[src/rtl/cola_buyer_pkg.sv]
// Shared encodings for the cola buyer: FSM states, payment modes and the
// per-mode coin sequences that add up to one cola (price in half-yuan units).
package cola_buyer_pkg;

  typedef enum logic [2:0] {
    ST_IDLE = 3'd0,
    ST_COIN = 3'd1,
    ST_GAP  = 3'd2,
    ST_WAIT = 3'd3,
    ST_NEXT = 3'd4,
    ST_DONE = 3'd5
  } state_t;

  typedef enum logic [1:0] {
    MODE_HALF_END = 2'd0,
    MODE_ALL_HALF = 2'd1,
    MODE_ALL_ONE  = 2'd2,
    MODE_ALIAS    = 2'd3
  } mode_t;

  localparam int PRICE_HALF = 5;

  // Bit k set means coin k of the sequence is a 1-yuan coin, clear means 0.5.
  localparam logic [4:0] SEQ_HALF_END = 5'b00011;
  localparam logic [4:0] SEQ_ALL_HALF = 5'b00000;
  localparam logic [4:0] SEQ_ALL_ONE  = 5'b00111;

  function automatic mode_t norm_mode(input logic [1:0] m);
    return (m == 2'd3) ? MODE_HALF_END : mode_t'(m);
  endfunction

  function automatic logic [2:0] seq_len(input mode_t m);
    case (m)
      MODE_ALL_HALF: return 3'(PRICE_HALF);
      default:       return 3'd3;
    endcase
  endfunction

  function automatic logic coin_is_one(input mode_t m, input logic [2:0] idx);
    logic [4:0] seq;
    case (m)
      MODE_ALL_HALF: seq = SEQ_ALL_HALF;
      MODE_ALL_ONE:  seq = SEQ_ALL_ONE;
      default:       seq = SEQ_HALF_END;
    endcase
    return seq[idx];
  endfunction

endpackage

[src/rtl/cola_buyer_timer.sv]
// Loadable down-counter shared by the GAP and WAIT states; o_expire flags the
// last cycle of the loaded interval.
module cola_buyer_timer
  import cola_buyer_pkg::*;
(
  input  logic       i_clk,
  input  logic       i_rst,
  input  logic       i_load,
  input  logic [7:0] i_val,
  output logic       o_expire
);

  logic [7:0] cnt_q, cnt_d;

  always_comb begin
    cnt_d = cnt_q;
    if (i_load) begin
      cnt_d = i_val;
    end else if (cnt_q != 8'd0) begin
      cnt_d = cnt_q - 8'd1;
    end
  end

  always_ff @(posedge i_clk) begin
    if (i_rst) begin
      cnt_q <= 8'd0;
    end else begin
      cnt_q <= cnt_d;
    end
  end

  assign o_expire = (cnt_q == 8'd1);

endmodule

[src/rtl/cola_buyer.sv]
// Buys i_cups colas from the vending FSM by pulsing coins per the chosen mode.
// Optional protocol checks enabled by defining COLA_BUYER_CHECK_EN.
module cola_buyer
  import cola_buyer_pkg::*;
#(
  parameter int GAP_CYC     = 1,
  parameter int TIMEOUT_CYC = 4
) (
  input  logic       i_sysclk,
  input  logic       i_sysrst,
  input  logic       i_start,
  input  logic [3:0] i_cups,
  input  logic [1:0] i_mode,
  input  logic       i_cola,
  input  logic       i_money,
  output logic       o_money_one,
  output logic       o_money_half,
  output logic       o_busy,
  output logic       o_done,
  output logic       o_err,
  output logic [3:0] o_cola_cnt,
  output logic [3:0] o_change_cnt
);

  localparam logic [7:0] GAP_V     = 8'(GAP_CYC);
  localparam logic [7:0] TIMEOUT_V = 8'(TIMEOUT_CYC);

  state_t     state_q, state_d;
  logic [2:0] idx_q, idx_d;
  logic [3:0] cups_q;
  mode_t      mode_q;
  logic       one_q, one_d, half_q, half_d;
  logic       busy_q, done_q, err_q;
  logic [3:0] cola_q, chg_q;

  logic       emit;
  mode_t      emit_mode;
  logic [2:0] emit_idx;
  logic       tmr_load, tmr_expire;
  logic [7:0] tmr_val;
  logic       accept, cola_inc, timeout, chk_err;

  cola_buyer_timer u_timer (
    .i_clk    (i_sysclk),
    .i_rst    (i_sysrst),
    .i_load   (tmr_load),
    .i_val    (tmr_val),
    .o_expire (tmr_expire)
  );

  // Coin registers are set on the transition into COIN so the pulse lines up
  // with the COIN cycle itself.
  always_comb begin
    state_d   = state_q;
    idx_d     = idx_q;
    emit      = 1'b0;
    emit_mode = mode_q;
    emit_idx  = idx_q;
    tmr_load  = 1'b0;
    tmr_val   = 8'd0;
    accept    = 1'b0;
    cola_inc  = 1'b0;
    timeout   = 1'b0;
    case (state_q)
      ST_IDLE: begin
        if (i_start) begin
          accept = 1'b1;
          idx_d  = 3'd0;
          if (i_cups == 4'd0) begin
            state_d = ST_DONE;
          end else begin
            state_d   = ST_COIN;
            emit      = 1'b1;
            emit_mode = norm_mode(i_mode);
            emit_idx  = 3'd0;
          end
        end
      end
      ST_COIN: begin
        if (idx_q == seq_len(mode_q) - 3'd1) begin
          state_d  = ST_WAIT;
          tmr_load = 1'b1;
          tmr_val  = TIMEOUT_V;
        end else begin
          idx_d = idx_q + 3'd1;
          if (GAP_CYC == 0) begin
            state_d  = ST_COIN;
            emit     = 1'b1;
            emit_idx = idx_q + 3'd1;
          end else begin
            state_d  = ST_GAP;
            tmr_load = 1'b1;
            tmr_val  = GAP_V;
          end
        end
      end
      ST_GAP: begin
        if (tmr_expire) begin
          state_d = ST_COIN;
          emit    = 1'b1;
        end
      end
      ST_WAIT: begin
        if (i_cola) begin
          state_d  = ST_NEXT;
          cola_inc = 1'b1;
        end else if (tmr_expire) begin
          state_d = ST_DONE;
          timeout = 1'b1;
        end
      end
      ST_NEXT: begin
        if (cola_q == cups_q) begin
          state_d = ST_DONE;
        end else begin
          state_d  = ST_COIN;
          idx_d    = 3'd0;
          emit     = 1'b1;
          emit_idx = 3'd0;
        end
      end
      ST_DONE: state_d = ST_IDLE;
      default: state_d = ST_IDLE;
    endcase
    one_d  = emit & coin_is_one(emit_mode, emit_idx);
    half_d = emit & ~coin_is_one(emit_mode, emit_idx);
  end

`ifdef COLA_BUYER_CHECK_EN
  logic money_seen_q;

  always_ff @(posedge i_sysclk) begin
    if (i_sysrst) begin
      money_seen_q <= 1'b0;
    end else if (state_d == ST_WAIT && state_q != ST_WAIT) begin
      money_seen_q <= 1'b0;
    end else if ((state_q == ST_WAIT || state_q == ST_NEXT) && i_money) begin
      money_seen_q <= 1'b1;
    end
  end

  // NEXT is the cycle after i_cola, the last chance for mode-2 change.
  always_comb begin
    chk_err = 1'b0;
    if (i_cola && state_q != ST_IDLE && state_q != ST_WAIT) chk_err = 1'b1;
    if (mode_q == MODE_ALL_ONE && state_q == ST_NEXT && !(money_seen_q || i_money)) chk_err = 1'b1;
    if (mode_q != MODE_ALL_ONE && state_q != ST_IDLE && i_money) chk_err = 1'b1;
  end
`else
  assign chk_err = 1'b0;
`endif

  always_ff @(posedge i_sysclk) begin
    if (i_sysrst) begin
      state_q <= ST_IDLE;
      idx_q   <= 3'd0;
      one_q   <= 1'b0;
      half_q  <= 1'b0;
      busy_q  <= 1'b0;
      done_q  <= 1'b0;
      err_q   <= 1'b0;
      cola_q  <= 4'd0;
      chg_q   <= 4'd0;
    end else begin
      state_q <= state_d;
      idx_q   <= idx_d;
      one_q   <= one_d;
      half_q  <= half_d;
      done_q  <= (state_q == ST_DONE);
      if (accept) begin
        busy_q <= 1'b1;
      end else if (state_q == ST_DONE) begin
        busy_q <= 1'b0;
      end
      if (accept) begin
        cola_q <= 4'd0;
        chg_q  <= 4'd0;
        err_q  <= 1'b0;
      end else begin
        if (cola_inc) cola_q <= cola_q + 4'd1;
        if (state_q != ST_IDLE && i_money && chg_q != 4'hF) chg_q <= chg_q + 4'd1;
        if (timeout || chk_err) err_q <= 1'b1;
      end
    end
  end

  always_ff @(posedge i_sysclk) begin
    if (accept) begin
      cups_q <= i_cups;
      mode_q <= norm_mode(i_mode);
    end
  end

  assign o_money_one  = one_q;
  assign o_money_half = half_q;
  assign o_busy       = busy_q;
  assign o_done       = done_q;
  assign o_err        = err_q;
  assign o_cola_cnt   = cola_q;
  assign o_change_cnt = chg_q;

endmodule

[config.mk]
export PLATFORM = sky130hd
export DESIGN_NAME = cola_buyer
export DESIGN_NICKNAME = d
export VERILOG_FILES = /design/src/rtl/cola_buyer_pkg.sv /design/src/rtl/cola_buyer_timer.sv /design/src/rtl/cola_buyer.sv
export SDC_FILE = /design/constraint.sdc
export NUM_CORES = 1
export LEC_CHECK = 0
export CORE_MARGIN = 8
export CORE_UTILIZATION = 40
export DETAILED_ROUTE_END_ITERATION = 8
export SETUP_SLACK_MARGIN = 0.15
export SLEW_MARGIN = 20
export SYNTH_ARGS = -nofsm -noshare
export SYNTH_HDL_FRONTEND = slang
export SYNTH_SLANG_ARGS = --single-unit
[constraint.sdc]
create_clock -name i_sysclk -period 2.3 [get_ports i_sysclk]
set_input_delay 0.575 -clock i_sysclk [delete_from_list [all_inputs] [get_ports i_sysclk]]
set_output_delay 0.575 -clock i_sysclk [all_outputs]
set_load 0.005 [all_outputs]
Cell area per tile:
(4 px per um) The die is cut into 8 by 8 equal tiles; dark blue is low, red is high, 0 to 100% covered.
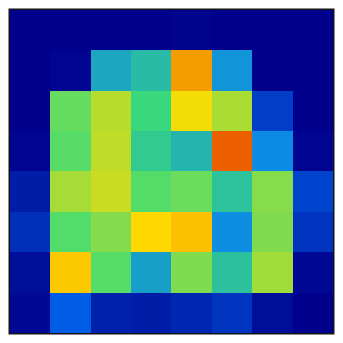
- mean over tiles: 31%
- fullest tile: 89%
- nearly empty tiles: 30%
- emptiest ninth of the die: upper right
- densest ninth of the die: center

Signal wires on met3:
(6 px per um)
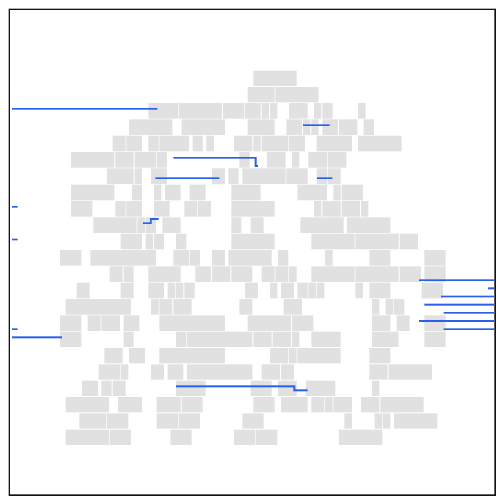
- share of all routed wire: 4.3%
- longest straight run: 23.9 um
- nets with wire on the layer: 16
- main direction: horizontal

Clock network drawn from the DEF:
(4 px per um)
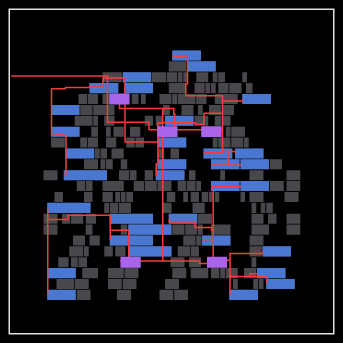
- clock wires: red (length 446 um)
- flip-flops: blue (count 33)
- cells driving clock nets: purple (count 5)
- routed clock nets: 6

Routing congestion:
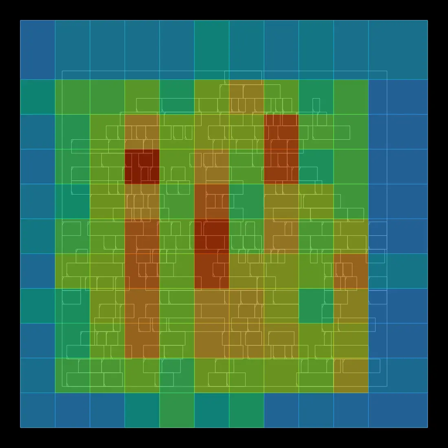
met3 Usage GRT: 3.97%
GRT busiest layer: met2
gr usage total: 11.8%
Final Util: 51.4%

I/O nets highlighted:
(3 px per um)
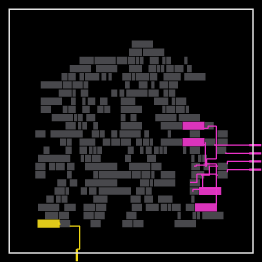
- o_money_one: yellow (bits 1; direction output; end cells 1; buffers 1; wire 13.6 um)
- o_change_cnt: magenta (bits 4; direction output; end cells 4; buffers 4; wire 125 um)

==> flow_summary.toml <==
# generated from flow reports
[cells_and_area]
clk_share_pct = 4.89
buffer_area_share_pct = 12.6
logic_gates = 134
seq_area_share_pct = 34.8
diodes = 0
flop_area_um2 = 721

[synth]
yosys-top-cells-count = "dfxtp_1 (27), nor2_1 (23), a21oi_1 (13), xor2_1 (12), nand2_1 (10)"
ys_warn_count = 0
aoi_share_pct = 13.7
top_area_share_pct = 32.2
synth-edff-count = 6
ff_type = "dfxtp_1"

[sta]
slew_headroom_pct = 61.0
skew_ps = 7.75
grt_setup_unrepaired = "no"
hold_ws_ps = 484
finalSetupTns_ps = 0
worst_pin_slew_ps = 579

[route]
wl_per_cell_um = 13.8
highest_layer = "met4"

[worst_hold_path]
hp-class = "flop to flop"
holdCritStartpoint = "o_err"

[cts]
cts_setup_buffers = 0
htreeDepth = 2
root_buffer = "clkbuf_8"

[grt]
antenna_found_initial = 0

[worst_setup_path]
crit_path_cell_trace = "clkdlybuf4s50_1 > or4_4 > nand2_2 > nand2_1 > a311o_1 > a211oi_2"
endpoint_kind = "flop"
timing.critical_path.arrival_ps = 2270

[job]
drv_cap = 0

[pwr]
net-switching-power_w = 0.000766
powerComb_w = 0.000793

[floorplanning]
num_rows = 23
die_y_um = 80.7

[run_status]
run_status = "completed"
